**src/rtl/mini_src_pkg.sv**
```systemverilog
// Shared definitions for the mini-SRC control unit.
//   - opcode encodings of the instructions the sequencer executes
//   - FSM state encoding
//   - bit positions of the IR fields
//   - opcode class helpers used by the execute-state decode
package mini_src_pkg;

    // Opcodes. Values 00001, 00010, 01011..01110, 10001 and 10100..11110
    // are not executed by this unit and fault in E3.
    localparam logic [4:0] OP_NOP  = 5'b00000;
    localparam logic [4:0] OP_ADD  = 5'b00011;
    localparam logic [4:0] OP_SUB  = 5'b00100;
    localparam logic [4:0] OP_AND  = 5'b00101;
    localparam logic [4:0] OP_OR   = 5'b00110;
    localparam logic [4:0] OP_SHR  = 5'b00111;
    localparam logic [4:0] OP_SHL  = 5'b01000;
    localparam logic [4:0] OP_ROR  = 5'b01001;
    localparam logic [4:0] OP_ROL  = 5'b01010;
    localparam logic [4:0] OP_MUL  = 5'b01111;
    localparam logic [4:0] OP_DIV  = 5'b10000;
    localparam logic [4:0] OP_NEG  = 5'b10010;
    localparam logic [4:0] OP_NOT  = 5'b10011;
    localparam logic [4:0] OP_HALT = 5'b11111;

    // IR field bit positions (register fields are 4 bits wide, LSB given).
    localparam int IR_OPC_MSB = 31;
    localparam int IR_OPC_LSB = 27;
    localparam int IR_RA_LSB  = 23;
    localparam int IR_RB_LSB  = 19;
    localparam int IR_RC_LSB  = 15;

    typedef enum logic [3:0] {
        S_IDLE  = 4'd0,
        S_F0    = 4'd1,
        S_F1    = 4'd2,
        S_F2    = 4'd3,
        S_E3    = 4'd4,
        S_E4    = 4'd5,
        S_E5    = 4'd6,
        S_E6    = 4'd7,
        S_HALT  = 4'd8,
        S_FAULT = 4'd9
    } state_e;

    // Single-result register-register ALU operations.
    function automatic logic is_alu3(input logic [4:0] op);
        case (op)
            OP_ADD, OP_SUB, OP_AND, OP_OR,
            OP_SHR, OP_SHL, OP_ROR, OP_ROL: return 1'b1;
            default:                        return 1'b0;
        endcase
    endfunction

    // Two-result operations that write LO then HI.
    function automatic logic is_muldiv(input logic [4:0] op);
        case (op)
            OP_MUL, OP_DIV: return 1'b1;
            default:        return 1'b0;
        endcase
    endfunction

    // Unary operations: no Rc operand.
    function automatic logic is_unary(input logic [4:0] op);
        case (op)
            OP_NEG, OP_NOT: return 1'b1;
            default:        return 1'b0;
        endcase
    endfunction

endpackage

```
**src/rtl/reg_field_decode.sv**
```systemverilog
// Register-field decoder: turns an IR register index into a one-hot
// select and flags indices that name a register that does not exist.
// Ports:
//   idx_i    [RSEL_W-1:0]   register index from the IR
//   onehot_o [NUM_REGS-1:0] one-hot select (all zero when out of range)
//   oor_o                   index >= NUM_REGS
module reg_field_decode #(
    parameter int NUM_REGS = 16,
    parameter int RSEL_W   = 4
) (
    input  logic [RSEL_W-1:0]   idx_i,
    output logic [NUM_REGS-1:0] onehot_o,
    output logic                oor_o
);

    // One extra bit so the limit itself is representable when NUM_REGS == 2^RSEL_W.
    localparam logic [RSEL_W:0] LIMIT = (RSEL_W + 1)'(NUM_REGS);

    // Index compare per register; an out-of-range index matches nothing.
    always_comb begin
        for (int i = 0; i < NUM_REGS; i++) begin
            onehot_o[i] = (idx_i == RSEL_W'(i));
        end
    end

    assign oor_o = ({1'b0, idx_i} >= LIMIT);

endmodule

```
**src/rtl/alu_instr_sequencer.sv**
```systemverilog
// Hardwired fetch/execute control unit for the mini-SRC datapath.
// A Moore FSM (IDLE, F0..F2 fetch, E3..E6 execute, HALT, FAULT) whose
// strobes decode from the state register; in execute states the IR
// register fields select which register is driven or loaded.
// Ports:
//   Clock, Reset_n       clock (rising edge), async active-low reset
//   Run                  allow fetch of the next instruction
//   IR [31:0]            datapath instruction register
//   MemDone              memory read data valid this cycle
//   PCout..LOin          datapath strobes
//   Rin/Rout             one-hot register load / bus drive
//   ALUControl [4:0]     ALU operation (opcode) in E4
//   Busy/Halted/Fault    status
module alu_instr_sequencer #(
    parameter int NUM_REGS    = 16,
    parameter int RSEL_W      = 4,
    parameter int MEM_TIMEOUT = 15
) (
    input  logic                Clock,
    input  logic                Reset_n,
    input  logic                Run,
    input  logic [31:0]         IR,
    input  logic                MemDone,
    output logic                PCout,
    output logic                MARin,
    output logic                PCin,
    output logic                IncrementPC,
    output logic                Read,
    output logic                MDRin,
    output logic                MDRout,
    output logic                IRin,
    output logic                Yin,
    output logic                Zin,
    output logic                ZLOout,
    output logic                ZHIout,
    output logic                HIin,
    output logic                LOin,
    output logic [NUM_REGS-1:0] Rin,
    output logic [NUM_REGS-1:0] Rout,
    output logic [4:0]          ALUControl,
    output logic                Busy,
    output logic                Halted,
    output logic                Fault
);
    import mini_src_pkg::*;

    // Last F1 wait count tolerated; one more empty cycle faults.
    localparam logic [7:0] WAIT_LAST = 8'(MEM_TIMEOUT - 1);

    state_e              state_q;
    logic [7:0]          wait_q;

    logic [4:0]          opcode_s;
    logic [RSEL_W-1:0]   ra_idx_s;
    logic [RSEL_W-1:0]   rb_idx_s;
    logic [RSEL_W-1:0]   rc_idx_s;
    logic [NUM_REGS-1:0] ra_oh_s;
    logic [NUM_REGS-1:0] rb_oh_s;
    logic [NUM_REGS-1:0] rc_oh_s;
    logic                ra_oor_s;
    logic                rb_oor_s;
    logic                rc_oor_s;
    logic                alu3_s;
    logic                muldiv_s;
    logic                unary_s;
    logic                uses_rc_s;
    logic                exec_ok_s;
    state_e              ret_state_s;
    logic                unused_ir_s;

    assign opcode_s = IR[IR_OPC_MSB:IR_OPC_LSB];
    assign ra_idx_s = IR[IR_RA_LSB +: RSEL_W];
    assign rb_idx_s = IR[IR_RB_LSB +: RSEL_W];
    assign rc_idx_s = IR[IR_RC_LSB +: RSEL_W];
    assign unused_ir_s = ^IR[IR_RC_LSB-1:0];

    reg_field_decode #(.NUM_REGS(NUM_REGS), .RSEL_W(RSEL_W)) u_dec_ra (
        .idx_i(ra_idx_s), .onehot_o(ra_oh_s), .oor_o(ra_oor_s)
    );
    reg_field_decode #(.NUM_REGS(NUM_REGS), .RSEL_W(RSEL_W)) u_dec_rb (
        .idx_i(rb_idx_s), .onehot_o(rb_oh_s), .oor_o(rb_oor_s)
    );
    reg_field_decode #(.NUM_REGS(NUM_REGS), .RSEL_W(RSEL_W)) u_dec_rc (
        .idx_i(rc_idx_s), .onehot_o(rc_oh_s), .oor_o(rc_oor_s)
    );

    assign alu3_s    = is_alu3(opcode_s);
    assign muldiv_s  = is_muldiv(opcode_s);
    assign unary_s   = is_unary(opcode_s);
    assign uses_rc_s = alu3_s | muldiv_s;

    // Executable only if the opcode is listed and every field it uses names
    // an existing register; NOP and HALT are handled before this matters.
    assign exec_ok_s = (alu3_s | muldiv_s | unary_s) & ~ra_oor_s & ~rb_oor_s
                       & ~(uses_rc_s & rc_oor_s);

    // Run is only looked at here, i.e. at IDLE and at instruction end.
    assign ret_state_s = Run ? S_F0 : S_IDLE;

    // State register and F1 wait counter.
    always_ff @(posedge Clock or negedge Reset_n) begin
        if (!Reset_n) begin
            state_q <= S_IDLE;
            wait_q  <= 8'd0;
        end else begin
            case (state_q)
                S_IDLE: begin
                    if (Run) state_q <= S_F0;
                end
                S_F0: begin
                    state_q <= S_F1;
                    wait_q  <= 8'd0;
                end
                S_F1: begin
                    // MemDone wins over the timeout in the same cycle.
                    if (MemDone) begin
                        state_q <= S_F2;
                    end else if (wait_q == WAIT_LAST) begin
                        state_q <= S_FAULT;
                    end else begin
                        wait_q <= wait_q + 8'd1;
                    end
                end
                S_F2: state_q <= S_E3;
                S_E3: begin
                    if (opcode_s == OP_NOP) begin
                        state_q <= ret_state_s;
                    end else if (opcode_s == OP_HALT) begin
                        state_q <= S_HALT;
                    end else if (!exec_ok_s) begin
                        state_q <= S_FAULT;
                    end else begin
                        state_q <= S_E4;
                    end
                end
                S_E4: state_q <= S_E5;
                S_E5: state_q <= muldiv_s ? S_E6 : ret_state_s;
                S_E6: state_q <= ret_state_s;
                S_HALT:  state_q <= S_HALT;
                S_FAULT: state_q <= S_FAULT;
                default: state_q <= S_FAULT;
            endcase
        end
    end

    // Strobe decode from the state register (plus IR fields in execute).
    always_comb begin
        PCout       = 1'b0;
        MARin       = 1'b0;
        PCin        = 1'b0;
        IncrementPC = 1'b0;
        Read        = 1'b0;
        MDRin       = 1'b0;
        MDRout      = 1'b0;
        IRin        = 1'b0;
        Yin         = 1'b0;
        Zin         = 1'b0;
        ZLOout      = 1'b0;
        ZHIout      = 1'b0;
        HIin        = 1'b0;
        LOin        = 1'b0;
        Rin         = {NUM_REGS{1'b0}};
        Rout        = {NUM_REGS{1'b0}};
        ALUControl  = 5'd0;
        Busy        = 1'b0;
        Halted      = 1'b0;
        Fault       = 1'b0;
        case (state_q)
            S_IDLE: begin
            end
            S_F0: begin
                Busy        = 1'b1;
                PCout       = 1'b1;
                MARin       = 1'b1;
                IncrementPC = 1'b1;
                Zin         = 1'b1;
            end
            S_F1: begin
                Busy   = 1'b1;
                ZLOout = 1'b1;
                Read   = 1'b1;
                MDRin  = 1'b1;
                // Counter is still zero only in the first F1 cycle.
                PCin   = (wait_q == 8'd0);
            end
            S_F2: begin
                Busy   = 1'b1;
                MDRout = 1'b1;
                IRin   = 1'b1;
            end
            S_E3: begin
                Busy = 1'b1;
                if (exec_ok_s) begin
                    Rout = rb_oh_s;
                    Yin  = 1'b1;
                end else begin
                    Rout = {NUM_REGS{1'b0}};
                    Yin  = 1'b0;
                end
            end
            S_E4: begin
                Busy       = 1'b1;
                ALUControl = opcode_s;
                Zin        = 1'b1;
                if (uses_rc_s) begin
                    Rout = rc_oh_s;
                end else begin
                    Rout = {NUM_REGS{1'b0}};
                end
            end
            S_E5: begin
                Busy   = 1'b1;
                ZLOout = 1'b1;
                if (muldiv_s) begin
                    LOin = 1'b1;
                end else begin
                    Rin = ra_oh_s;
                end
            end
            S_E6: begin
                Busy   = 1'b1;
                ZHIout = 1'b1;
                HIin   = 1'b1;
            end
            S_HALT:  Halted = 1'b1;
            S_FAULT: Fault  = 1'b1;
            default: Fault  = 1'b1;
        endcase
    end

endmodule
```
**config.mk**
```make
export PLATFORM = sky130hd
export DESIGN_NAME = alu_instr_sequencer
export DESIGN_NICKNAME = d
export VERILOG_FILES = /design/src/rtl/mini_src_pkg.sv /design/src/rtl/reg_field_decode.sv /design/src/rtl/alu_instr_sequencer.sv
export SDC_FILE = /design/constraint.sdc
export NUM_CORES = 1
export LEC_CHECK = 0
export CAP_MARGIN = 25
export CORE_MARGIN = 5
export CORE_UTILIZATION = 39
export DETAILED_ROUTE_END_ITERATION = 10
export GPL_TIMING_DRIVEN = 0
export PLACE_DENSITY = 0.88
export SLEW_MARGIN = 20
export SYNTH_ARGS = -nofsm -noshare
export SYNTH_HDL_FRONTEND = slang
export SYNTH_SLANG_ARGS = --single-unit
```
**constraint.sdc**
```tcl
create_clock -name Clock -period 2.4 [get_ports Clock]
set_input_delay 0.24 -clock Clock [delete_from_list [all_inputs] [get_ports Clock]]
set_output_delay 0.24 -clock Clock [all_outputs]
set_load 0.01 [all_outputs]
```
**Layout detail**

Region (24, 24) to (49, 49) um. Cells in gray, sequential cells in the stronger gray; small squares are vias.
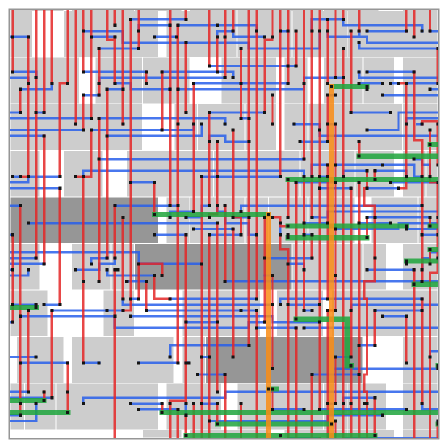
color	layer
orange	met4
blue	met1
red	met2
green	met3
most frequent	buf_4 (7), nand2_1 (5)
sequential cells in the window	3
netlist names of flops here include	state_q (2), wait_q (1)
cells with their middle in the window	58

**Clock distribution**

Drawn at 8 px/um.
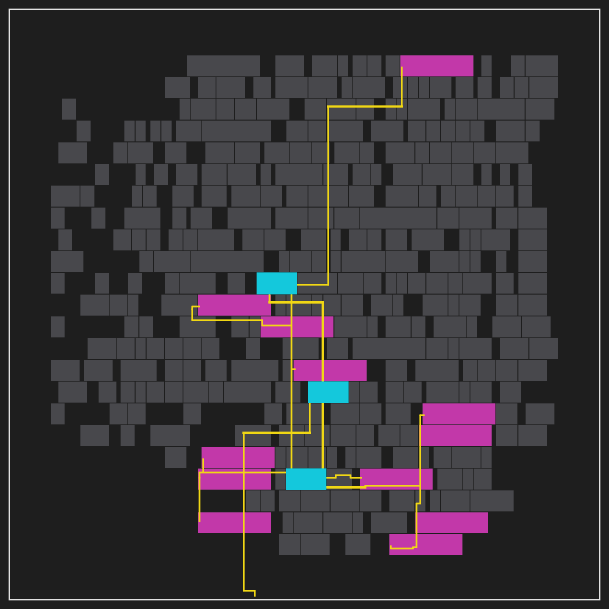
[yellow] clock wires | length: 225 um
[magenta] flip-flops | count: 12
[cyan] cells driving clock nets | count: 3
routed clock nets	4
Final Skew: 0.008884 ns
Clock Latency Late Sink: 0.25 ns
clk pwr: 0.237 mW

**Cell classes on the final placement**

Drawn at 4 px/um. Fill, decap, tap and diode cells in gray.
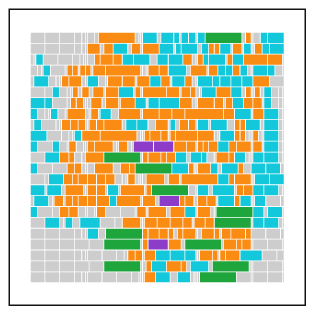
color	class	cells	share of their area
purple	clock drivers and dummy loads	4	2.0%
green	flops	12	11%
cyan	other buffers and delay cells	121	36%
orange	all other logic	193	51%
FP Rows: 23
Design Area, Final: 2823 um2

**The clock network**

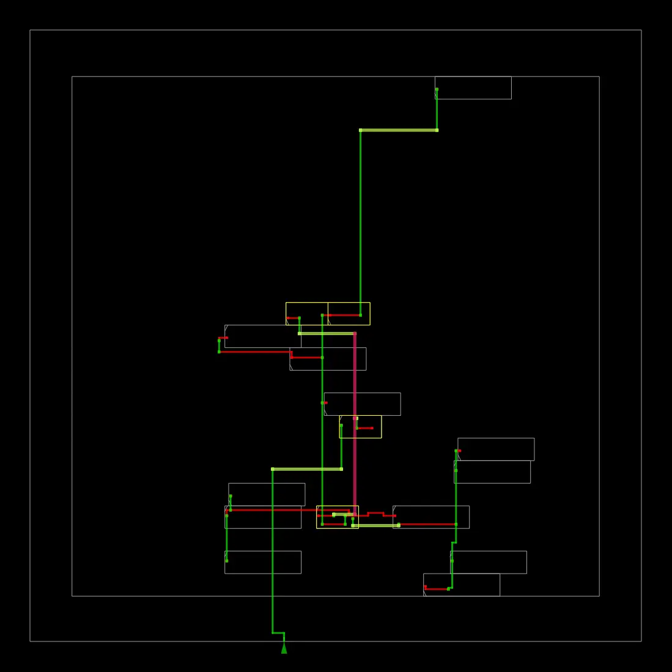
TritonCTS Buffers: 3
clock sinks: 12
CLK BUF: 4

**Cell density map**

Drawn at 4 px/um. The die is cut into 7 by 7 equal tiles; black is low, pale yellow is high, 0 to 100% covered.
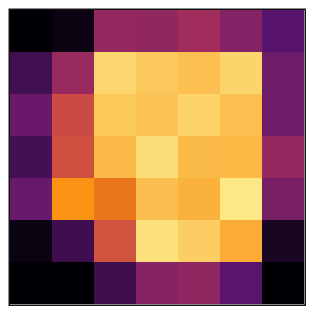
emptiest ninth of the die	bottom left
mean over tiles	51%
tiles over 75% full	39%
nearly empty tiles	8.2%
fp_density: 39.73%
fin util: 71.08%
Placeable Area: 3971 um2

==> qor.yml <==
mostFrequentLayoutCell: "clkdlybuf4s50_1"
grt_util_met3_pct: 3.146
avgSynthCellArea_um2: 7.012
via_count: 2255
firstDrtPassIters: 5
r2r_cells: 6
top_layer: "met4"
yosys_area_um2: 1578
grt_overflow: 0
synthCells: 225
chipArea_um2: 5418
adder_share_pct: 2.379
ys_sh_mux_pct: 1.983
edf_count: 0
fin_ws_ns: -0.1394
start_kind: "flop"
reg2reg_to: "wait_q[5]"
seq_share_pct: 10.64
tap_cells: 50
switching_power_mw: 0.6405
xor_area_share_pct: 2.776
seqPwrFrac_pct: 18.7
grt_use_met2_pct: 37.40
stdcell_count: 380
flop-count: 12
synth_nets: 264
max_freq_mhz: 393.8
async_flop_share_pct: 100.0
cp.buffers_inverters: 4
cp.depth: 8
p_total_mw: 1.550
finalCriticalPeriod_ns: 2.539
critPathMaxFanout: 3
synth_top_cell_by_area: "dfrtp_1"
place_ws_ns: -0.8701
yosys.stat.seqShare_pct: 19.03
critPathLaunch: "state_q[0]"
met1_usage_pct: 28.12
final_nets: 370
final_hold_viol_count: 0
placed_cells: 346
p_per_area_nw_per_um2: 549.2
worst_path_max_delay_cell: "or4bb_4"
top_regs: "wait_q (8), state_q (4)"
sh_comb_area_pct: 48.54
p_int_mw: 0.9097
seq_area_um2: 300.3
post_dp_cell_area_um2: 2351
critical-path-top-delay-family: "simple AND/OR/NAND/NOR gates"
largest_reg_flops: 8
viasPerCell: 5.934
p_clk_share_pct: 15.3
violations: "setup timing"
setup_violations: 11
ys_cells: 225
drt-total-wl_mm: 6.644
clockNetworkAreaShare_pct: 1.950
cp.arrival_ns: 2.30
inv_count: 13
die_y_um: 73.61
status: "complete, but fails checks"
postCtsResizedCells: 137
finalSetupTns_ns: -0.7732
cts_tree: "built"
busiest_layer: "met2"
endpoint: "Rin[2]"
crit_path_end_kind: "output port"
netlist_area_um2: 1578
wl_met1_mm: 2.680
leakage_nw: 1.209
hp-class: "in2async"
crit_chain: "buf_6 > or4bb_4 > a221oi_4 > buf_4 > nand3b_1 > buf_6 > nor3_2 > buf_2"
Power and IR drop assume default switching activity.
